==> config.mk <==
export PLATFORM = sky130hd
export DESIGN_NAME = exec_issue_fwd
export DESIGN_NICKNAME = d
export VERILOG_FILES = /design/src/rtl/exec_issue_fwd.sv
export SDC_FILE = /design/constraint.sdc
export NUM_CORES = 1
export LEC_CHECK = 0
export CORE_UTILIZATION = 35
export DETAILED_ROUTE_END_ITERATION = 6
export HOLD_SLACK_MARGIN = 0.12
export PLACE_DENSITY = 0.69
export REMOVE_ABC_BUFFERS = 1
export SLEW_MARGIN = 0
export SYNTH_ARGS = -nofsm -noshare
export SYNTH_HDL_FRONTEND = slang
export SYNTH_SLANG_ARGS = --single-unit
==> constraint.sdc <==
create_clock -name i_clk -period 2.6 [get_ports i_clk]
set_clock_uncertainty 0.2 [all_clocks]
set_input_delay 0.26 -clock i_clk [delete_from_list [all_inputs] [get_ports i_clk]]
set_output_delay 0.26 -clock i_clk [all_outputs]
set_load 0.1 [all_outputs]
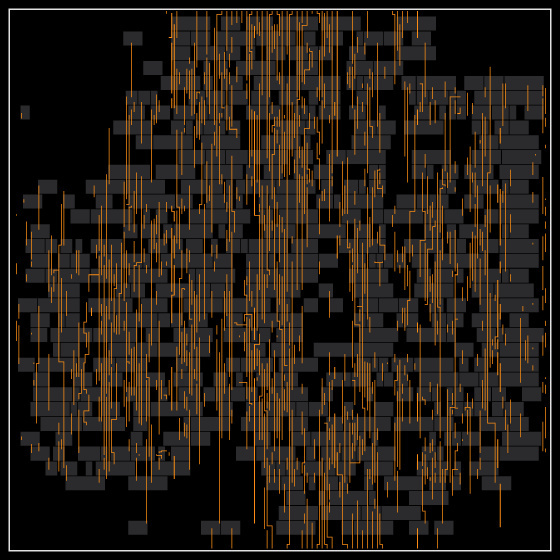
(the metal 2 layer)
Cells faint in the background.
The layer carries 5080 um of wire. 529 nets have wire on it.
GR Layer Usage met2: 0.359
Via Count: 3365
final WL: 10.1 mm

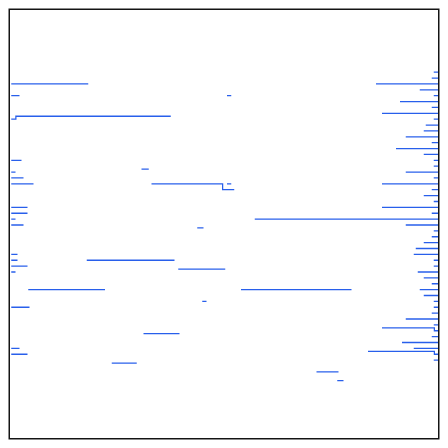
(met3 routing)
76 nets have wire on it. The wires run mostly horizontal. The layer carries 456 um of wire. The layer holds 4.5% of the routed length. The longest straight run is 42.1 um.
GR Util met3: 0.0362

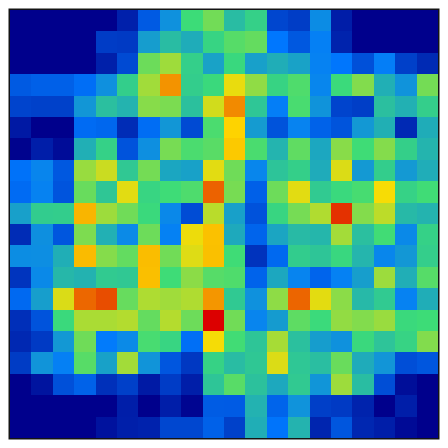
(routed metal per tile)
The die is cut into 20 by 20 equal tiles; dark blue is low, red is high, scaled to the fullest tile. Values are wire area over tile area, all layers added.
The emptiest ninth of the die: upper left. 10% of the tiles are nearly empty. 28% of the tiles are over half the peak. The fullest tile reaches 0.45. The mean over all tiles is 0.16.
total global-route track usage: 0.205
wire per inst: 15.3 um

==> run summary <==
run metrics: Synth area leaders=dfxtp_1, mux2i_1, o32ai_1, nand2b_1, nor2_1, metal3 WL=455 um, Post-synth EDFFs=0, Worst Max-Slew Pin Slew=489 ps, Commonest Layout Cell=clkdlybuf4s50_1, routability cong.=0.890, Adder-Cell Fraction of Synth Area=0, commonest cells in the netlist=dfxtp_1, nor2_1, nand2_1, CP Buf/Inv Count=3, setup TNS=-10360 ps, CTS buffer count=5, CTS tree=yes, Reg power frac=0.414, PwrDens=369 nW/um^2, Basic Gates by Area=0.178, Die H=99.1 um, Mapped Cells=401, first-pass GRT wire length=16.0 mm, Comb pwr share=0.341, final worst-path cycle share=1.14, yosys aoi share=0.221, cell mode on critical path=buf_6, CP top delay family=AND-OR/OR-AND gates, maximum buffer depth of the clock tree=2, Slew Viols, Final=0, Worst Hold Depth=2, syn avg cell area=8.22 um^2, CTS H-tree lvls=2, Unique cell types=41, Seq cells post-synth=53, crit path max fanout=4, GR Layer Usage met1=0.259, Finished Layout Cells=656, Core Box Area=9200 um^2, maximum clock rate=339 MHz, status=finished, violations left, # fillers=788, DP Wirelength=7.26 mm, minimum clock period=2950 ps, Commonest flop=dfxtp_1, P_leak=2.24 nW, vias in the first global route=3175, violated checks=negative setup slack, RSZ-0062 raised after global routing=yes, critical path class=reg -> out, Syn-to-layout area delta=70.3%, clock sink count=53, final worst slack=-351 ps, critical path cell sequence=buf_6 -> mux4_2 -> a22oi_4 -> buf_6 -> nor3b_2 -> a41oi_2 -> and3b_2 -> a21o_1 -> buf_12, placed cells=641, Die ar.=9810 um^2, 1st-pass router iterations=4, ANT cells=0, Post-synth seq share=0.322, most common logic cells in the final layout=clkdlybuf4s50_1, dfxtp_1, nor2_1, Top Consumer=registers, Switch Pwr=0.661 mW, startpoint types=register, largest net degree at the start of global routing=54, post-route cell area=5620 um^2, Dominant combinational family=AND-OR/OR-AND gates, CP required=2140 ps, # port buffers=124, number of nets at the end of the flow=632, worst rel slew slack=0.671, fraction of power spent switching nets=0.319, Hold Crit Class=in -> reg, DR iter-0 viols=127, hold buffers post-CTS=0, Floorplan Utilization=0.359, initial antenna violation count=0, Fin. Hold Viols=0, busiest grt layer=met2, clk pwr=0.508 mW, worst endpoint data arrival time=2490 ps, WP depth=9, max reg flops=32, top-count cell post-synth=dfxtp_1, xor+xnor area frac=0, share of layout cells above drive strength 1=0.290, root cell of the clock tree=clkbuf_8, clock power share=0.245, Peak VDD IR=0.000242 V, Setup violations, final=37, # Cells Yosys=401, worst-skew pair later-pin latency=300 ps, Crit-path slowest cell=mux4_2, Critical Path Max Stage Delay=480 ps, row count=35, Worst Setup End Kind=output pin, DRC errors left=0, Pint=1.41 mW, Async S/R FF share, synth=0, vias per inst=5.13, Yosys top cell area share=0.322, I/O pin total=125
## metrics by stage
stage	hold slack (ps)	utilization	total power [mW]	worst slack (ps)
finish	181	0.611	2.07	-351
global placement	300	0.569	1.55	-533
floorplan	129	-	1.21	-2250
global route	188	0.611	2.16	-454
CTS	157	0.597	2.08	-337
detailed placement	308	0.569	1.56	-592
## area by class of cell
type                    count  area [um^2]  share of cell area
clock buffers               7         96.3              0.0172
clock inverters             1         5.00            0.000891
inverters                  29          111              0.0198
multi-input cells         285         2140               0.381
flip-flops and latches     53         1070               0.190
well taps                 111          139              0.0247
repair buffers            170         2060               0.366
Power and IR drop assume default switching activity.
